--- src/rtl/serial_pattern_tx.sv ---
// Serial pattern transmitter: shifts a loaded word out one bit per clock, bit [len-1] first.
// Build option SERIAL_PATTERN_TX_REPEAT_EN adds repeat_en to replay the stored pattern without a gap.
module serial_pattern_tx #(
    parameter int MAX_LEN = 32,
    parameter int LEN_W   = 6
) (
    input  logic               clk,
    input  logic               rst_n,
`ifdef SERIAL_PATTERN_TX_REPEAT_EN
    input  logic               repeat_en,
`endif
    input  logic               load_valid,
    output logic               load_ready,
    input  logic [MAX_LEN-1:0] load_data,
    input  logic [LEN_W-1:0]   load_len,
    output logic               data_out,
    output logic               data_out_valid,
    output logic               busy,
    output logic               done
);

    typedef enum logic {
        IDLE  = 1'b0,
        SHIFT = 1'b1
    } state_t;

    localparam logic [LEN_W-1:0] MAX_LEN_L = LEN_W'(MAX_LEN);

    state_t             state_q, state_d;
    logic [MAX_LEN-1:0] sr_q, sr_d;
    logic [LEN_W-1:0]   cnt_q, cnt_d;
    logic               dout_q, dout_d;
    logic               dvld_q, dvld_d;
    logic               zdone_q, zdone_d;
`ifdef SERIAL_PATTERN_TX_REPEAT_EN
    logic [MAX_LEN-1:0] pat_q, pat_d;
    logic [LEN_W-1:0]   plen_q, plen_d;
`endif

    logic [LEN_W-1:0]   eff_len;
    logic [LEN_W-1:0]   load_sh;
    logic [MAX_LEN-1:0] load_aligned;
    logic               accept;

    // Left-align the pattern so bit [L-1] sits at the MSB; bits above L-1 fall off the top.
    assign eff_len      = (load_len > MAX_LEN_L) ? MAX_LEN_L : load_len;
    assign load_sh      = MAX_LEN_L - eff_len;
    assign load_aligned = load_data << load_sh;

    assign load_ready     = (state_q == IDLE) || (cnt_q == '0);
    assign accept         = load_valid && load_ready;
    assign busy           = (state_q == SHIFT);
    assign done           = ((state_q == SHIFT) && (cnt_q == '0)) || zdone_q;
    assign data_out       = dout_q;
    assign data_out_valid = dvld_q;

    always_comb begin
        state_d = state_q;
        sr_d    = sr_q;
        cnt_d   = cnt_q;
        dout_d  = 1'b0;
        dvld_d  = 1'b0;
        zdone_d = 1'b0;
`ifdef SERIAL_PATTERN_TX_REPEAT_EN
        pat_d   = pat_q;
        plen_d  = plen_q;
`endif
        if (accept) begin
            if (eff_len == '0) begin
                // Zero-length load: nothing to send, just acknowledge with done next cycle.
                state_d = IDLE;
                sr_d    = '0;
                cnt_d   = '0;
                zdone_d = 1'b1;
            end else begin
                state_d = SHIFT;
                dout_d  = load_aligned[MAX_LEN-1];
                dvld_d  = 1'b1;
                sr_d    = load_aligned << 1;
                cnt_d   = eff_len - LEN_W'(1);
`ifdef SERIAL_PATTERN_TX_REPEAT_EN
                pat_d   = load_aligned;
                plen_d  = eff_len;
`endif
            end
        end else if (state_q == SHIFT) begin
            if (cnt_q != '0) begin
                state_d = SHIFT;
                dout_d  = sr_q[MAX_LEN-1];
                dvld_d  = 1'b1;
                sr_d    = sr_q << 1;
                cnt_d   = cnt_q - LEN_W'(1);
`ifdef SERIAL_PATTERN_TX_REPEAT_EN
            end else if (repeat_en && (plen_q != '0)) begin
                state_d = SHIFT;
                dout_d  = pat_q[MAX_LEN-1];
                dvld_d  = 1'b1;
                sr_d    = pat_q << 1;
                cnt_d   = plen_q - LEN_W'(1);
`endif
            end else begin
                state_d = IDLE;
                sr_d    = '0;
                cnt_d   = '0;
            end
        end
    end

    always_ff @(posedge clk or negedge rst_n) begin
        if (!rst_n) begin
            state_q <= IDLE;
            sr_q    <= '0;
            cnt_q   <= '0;
            dout_q  <= 1'b0;
            dvld_q  <= 1'b0;
            zdone_q <= 1'b0;
`ifdef SERIAL_PATTERN_TX_REPEAT_EN
            pat_q   <= '0;
            plen_q  <= '0;
`endif
        end else begin
            state_q <= state_d;
            sr_q    <= sr_d;
            cnt_q   <= cnt_d;
            dout_q  <= dout_d;
            dvld_q  <= dvld_d;
            zdone_q <= zdone_d;
`ifdef SERIAL_PATTERN_TX_REPEAT_EN
            pat_q   <= pat_d;
            plen_q  <= plen_d;
`endif
        end
    end

endmodule
--- config.mk ---
export PLATFORM = sky130hd
export DESIGN_NAME = serial_pattern_tx
export DESIGN_NICKNAME = d
export VERILOG_FILES = /design/src/rtl/serial_pattern_tx.sv
export SDC_FILE = /design/constraint.sdc
export NUM_CORES = 1
export LEC_CHECK = 0
export CAP_MARGIN = 15
export CORE_ASPECT_RATIO = 0.9
export CORE_MARGIN = 2
export CORE_UTILIZATION = 40
export DETAILED_ROUTE_END_ITERATION = 6
export GPL_TIMING_DRIVEN = 0
export HOLD_SLACK_MARGIN = 0.1
export PLACE_DENSITY = 0.6
export SLEW_MARGIN = 20
export SYNTH_ARGS = -nofsm -noshare
export SYNTH_HDL_FRONTEND = slang
export SYNTH_SLANG_ARGS = --single-unit
--- constraint.sdc ---
create_clock -name clk -period 2.19 [get_ports clk]
set_input_delay 0.219 -clock clk [delete_from_list [all_inputs] [get_ports clk]]
set_output_delay 0.219 -clock clk [all_outputs]
set_load 0.005 [all_outputs]
Figure 1. Logic cells by family (run 1).
Bar = 20 µm.
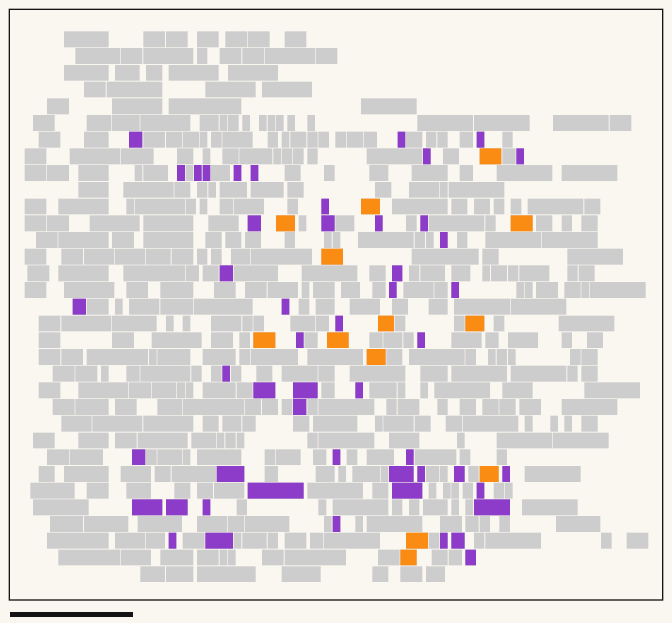
legend:
  orange:
    family: AND-OR and OR-AND gates
    cells: 13
  purple:
    family: NOR gates
    cells: 51

Figure 2. Clock distribution (run 1).
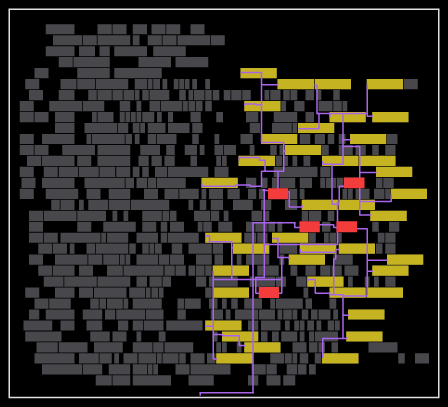
legend:
  red:
    item: cells driving clock nets
    count: 5
  yellow:
    item: flip-flops
    count: 40
  purple:
    item: clock wires
    length: 526 µm
routed clock nets: 6

==> deck_impl_summary.md, run 1 <==
Key Metrics from the Run

Worst setup path
  – Type of origin of the critical path: flop
  – Reg2reg setup slack: 0.07 ns
  – CP required: 1.97 ns
  – R2R Path End: sr_q[31]
  – Critical-path cell list: inv_1, ha_1, nor2b_4, and2_4, a21o_1, clkdlybuf4s50_1
  – Largest stage delay, worst path: 0.49 ns

Power
  – Seq pwr share: 0.277
  – Switching power: 1790 µW
  – Pwr Density: 807 mW/mm²
  – P_int: 2660 µW

CTS
  – CTS Hold Bufs: 1
  – Clk buf depth: 2
  – CTS Sinks: 40
  – Clock-pin slew on the worst setup and hold paths: 0.08 ns
  – CTS buffer count: 5
  – Clk latency late pin: 0.29 ns
  – Post-CTS setup buffer count: 20

Synth
  – Cell total in the yosys stat output: 415
  – Commonest cells post-synth: 47 x nand2_1, 40 x dfrtp_1, 38 x mux2i_1, 35 x nor2_1, 27 x a21oi_1
  – Mapped cell area: 0.00375 mm²
  – Unique cell types: 62
  – Cell area leaders: dfrtp_1 27%, mux2i_1 10%, mux4_2 9.0%, nand2_1 4.7%, mux2_2 4.2%
  – Syn Nets: 459
  – YS chip area: 0.00375 mm²
  – Synth warn: 0
  – Yosys simple share: 0.168

Finish
  – Invs w/o clock: 9
  – Register share of the cell area: 0.181
  – Comb/total area: 0.552
  – Multi-input gates: 332
  – Dominant logic cell type in the layout: nand2_1
  – Post-route cell area: 0.00552 mm²
  – Clock network area share: 0.0229
  – Layout area overhead: 47.1%
  – Most frequent cells in the layout: 42 x nand2_1, 40 x dfrtp_1, 40 x clkdlybuf4s50_1
  – Seq cells: 40
  – Total of clock buffers placed in the layout: 7

Route
  – Met3 wire length: 891 µm
  – Vias: 3,829
  – Drt via density: 6.15
  – Post-route ant nets: 0
  – Met2 WL post-DR: 6.18 mm
  – Wl on met1: 5.66 mm

Timing
  – Final setup skew: 0.00426 ns
  – Final setup violation count: 0
  – Min Tclk post-route: 2.16 ns
  – Tcrit/Tclk final: 0.988
  – Final hold vios: 0
  – Slew HR: 0.553
  – Fmax: 462 MHz
  – Final setup TNS: 0 ns
  – Worst setup margin: 0.0263 ns

Run status
  – Outcome: finished, final reports clean

Placed design
  – Place WS: -1.39 ns
  – IO buf count: 45
  – DP HPWL: 9.44 mm

Die
  – FP Core Util: 0.411
  – Io pins: 46
  – Die X: 106 µm
  – Die Size: 0.0102 mm²

Run
  – Count of tool warnings: 29

Global routing
  – GRT met2 Usage: 0.431
  – Global-route wire length before repair: 20.2 mm
  – Met1 Usage GRT: 0.364
  – GRT overflow: 0
  – Initial antenna violation count: 0
  – Vias in the first global route: 3,633
Figure 3. Placement density heat map (run 1).
The die is cut into 11 by 10 equal tiles; dark blue is low, red is high, 0 to 100% covered.
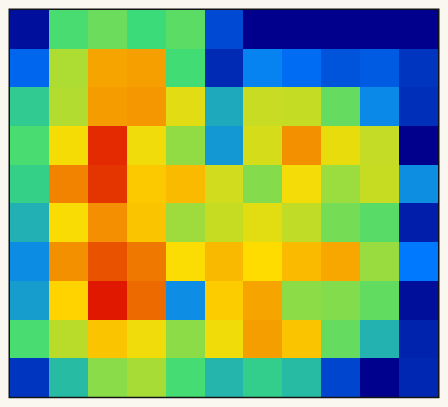
nearly empty tiles: 6.4%
emptiest ninth of the die: upper right
fullest tile: 97%

[run 1: worst max path at each step]
stage / start / end / cells after the start / slack (ns)
after detailed placement: load_len[5] / sr_q[19] / 14 / -1.39
final: cnt_q[0] / done / 6 / 0.03
after CTS: load_len[0] / sr_q[25] / 14 / -0.19
after floorplan: load_len[0] / sr_q[25] / 13 / -0.37
after global placement: load_len[5] / sr_q[12] / 15 / -1.38
after global routing: cnt_q[0] / sr_q[31] / 9 / -0.03
[run 1: power by group through the flow]
stage | Sequential [µW] | Clock, µW | Combinational (µW)
finish | 1240 | 668 | 2550
global route | 1260 | 708 | 2730
CTS | 1220 | 671 | 2380
detailed placement | 1220 | 0 | 2000
global placement | 1220 | 0 | 1970
floorplan | 1170 | 0 | 1410
==> run 2: changes to the inputs <==
--- a/config.mk
+++ b/config.mk
@@ -5,7 +5,7 @@
 export SDC_FILE = /design/constraint.sdc
 export NUM_CORES = 1
 export LEC_CHECK = 0
-export CAP_MARGIN = 15
+export CAP_MARGIN = 20
 export CORE_ASPECT_RATIO = 0.9
 export CORE_MARGIN = 2
 export CORE_UTILIZATION = 40
Figure 4. Logic cells by family (run 2).
Bar = 20 µm.
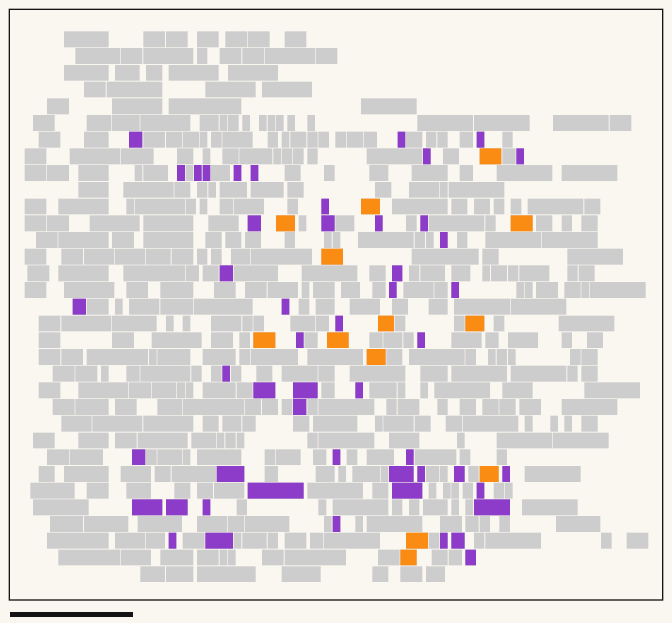
legend:
  orange:
    family: AND-OR and OR-AND gates
    cells: 13
  purple:
    family: NOR gates
    cells: 51

==> deck_impl_summary.md, run 2 <==
Key Metrics from the Run

Die
  – Die y size: 95.9 µm
  – Row cnt: 33
  – Die X: 106 µm
  – Die Size: 0.0102 mm²
  – Io pins: 46
  – FP Core Util: 0.411

Worst setup path
  – Type of origin of the critical path: flop
  – CP required: 1.97 ns
  – Critical-path cell list: inv_1, ha_1, nor2b_4, and2_4, a21o_1, clkdlybuf4s50_1
  – Largest stage delay, worst path: 0.49 ns
  – Largest fanout on the critical path: 3
  – Reg2reg setup slack: 0.07 ns
  – Worst setup path endpoint: done
  – Critical path origin: cnt_q[0]
  – R2R Path End: sr_q[31]
  – Worst path depth: 6
  – Buf/Inv on CP: 2

Route
  – Post-route ant nets: 0
  – Wl on met1: 5.66 mm
  – Met2 WL post-DR: 6.18 mm
  – Vias: 3,829
  – Drt via density: 6.15
  – Drt pass-1 iters: 5
  – Met3 wire length: 891 µm

Synth
  – Unique cell types: 62
  – Sequential fraction of the synthesis area: 0.267
  – Cell type with the largest total area: dfrtp_1
  – Yosys simple share: 0.168
  – Synth warn: 0
  – Cell area leaders: dfrtp_1 27%, mux2i_1 10%, mux4_2 9.0%, nand2_1 4.7%, mux2_2 4.2%
  – XOR Share, Synth: 0.0147
  – Commonest cells post-synth: 47 x nand2_1, 40 x dfrtp_1, 38 x mux2i_1, 35 x nor2_1, 27 x a21oi_1
  – EDFF count, synth: 0
  – Syn Nets: 459
  – Top cell area share: 0.267
  – Cell total in the yosys stat output: 415
  – Mapped cell area: 0.00375 mm²
  – YS chip area: 0.00375 mm²

Finish
  – Invs w/o clock: 9
  – Dominant logic cell type in the layout: nand2_1
  – Total of clock buffers placed in the layout: 7
  – Multi-input gates: 332
  – Register share of the cell area: 0.181
  – Post-route cell area: 0.00552 mm²
  – Most frequent cells in the layout: 42 x nand2_1, 40 x dfrtp_1, 40 x clkdlybuf4s50_1
  – Layout area overhead: 47.1%
  – Clock network area share: 0.0229
  – Seq cells: 40
  – Fin cells: 623
  – Layout cell share with drive strength beyond 1: 0.351
  – Comb/total area: 0.552

Global routing
  – Global-route wire length before repair: 20.2 mm
  – GR peak layer: met2
  – GRT met2 Usage: 0.431
  – GRT overflow: 0
  – Initial antenna violation count: 0
  – Vias in the first global route: 3,633
  – Met1 Usage GRT: 0.364

Timing
  – Fmax: 462 MHz
  – Tcrit/Tclk final: 0.988
  – Worst setup margin: 0.0263 ns
  – Final setup violation count: 0
  – Final hold vios: 0
  – Final setup TNS: 0 ns
  – Slew HR: 0.553
  – Final setup skew: 0.00426 ns
  – Min Tclk post-route: 2.16 ns

CTS
  – CTS buffer count: 5
  – Clk buf depth: 2
  – CTS Sinks: 40
  – Clock-pin slew on the worst setup and hold paths: 0.08 ns
  – # H-tree levels: 2
  – Clk latency late pin: 0.29 ns

Power
  – Pleak: 0.00222 µW
  – Pwr Density: 807 mW/mm²
  – Worst IR drop on VDD: 0.000367 V

Placed design
  – Area after DPL: 0.00455 mm²
  – IO buf count: 45
  – DP HPWL: 9.44 mm
  – Place WS: -1.39 ns

Run
  – Count of tool warnings: 29

Run status
  – Outcome: finished, final reports clean
Figure 5. Placement density heat map (run 2).
The die is cut into 11 by 10 equal tiles; dark blue is low, red is high, 0 to 100% covered.
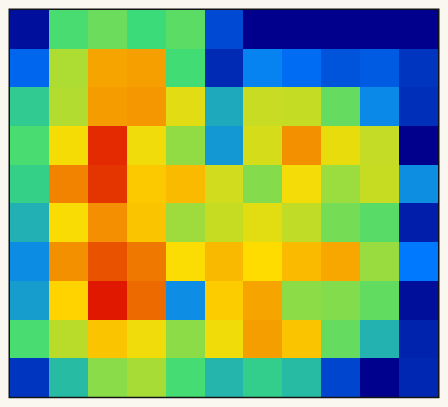
emptiest ninth of the die: upper right
mean over tiles: 53%
fullest tile: 97%
tiles over 75% full: 24%
nearly empty tiles: 6.4%

[run 2: cell counts after synthesis]
No cell type changed its count.
[run 2: metrics by stage]
step                      power (µW)   util  hold slack, ns
final                           4460  0.605           0.340
after global routing            4690  0.605           0.369
after CTS                       4270  0.591           0.347
after detailed placement        3220  0.499           0.117
after global placement          3190  0.497           0.481
after floorplan                 2590      -         -0.0766
[run 2: report_power, final]
| part | internal [µW] | switching, µW | leakage [µW] |
|---|---|---|---|
| Combinational | 1230 | 1320 | 0.00164 |
| Sequential | 1030 | 208 | 0.000516 |
| Clock | 402 | 266 | 0.0000645 |
[run 2: timing repair]
action                                 in CTS  in global routing
endpoints found under the hold margin      14                  0
pin swaps                                  25                  8
buffers inserted                           20                  8
gates cloned                                4                  1
setup endpoints to repair                  41                 32
hold buffers                                1                  0
resized                                   110                 15
Power and IR drop assume default switching activity.
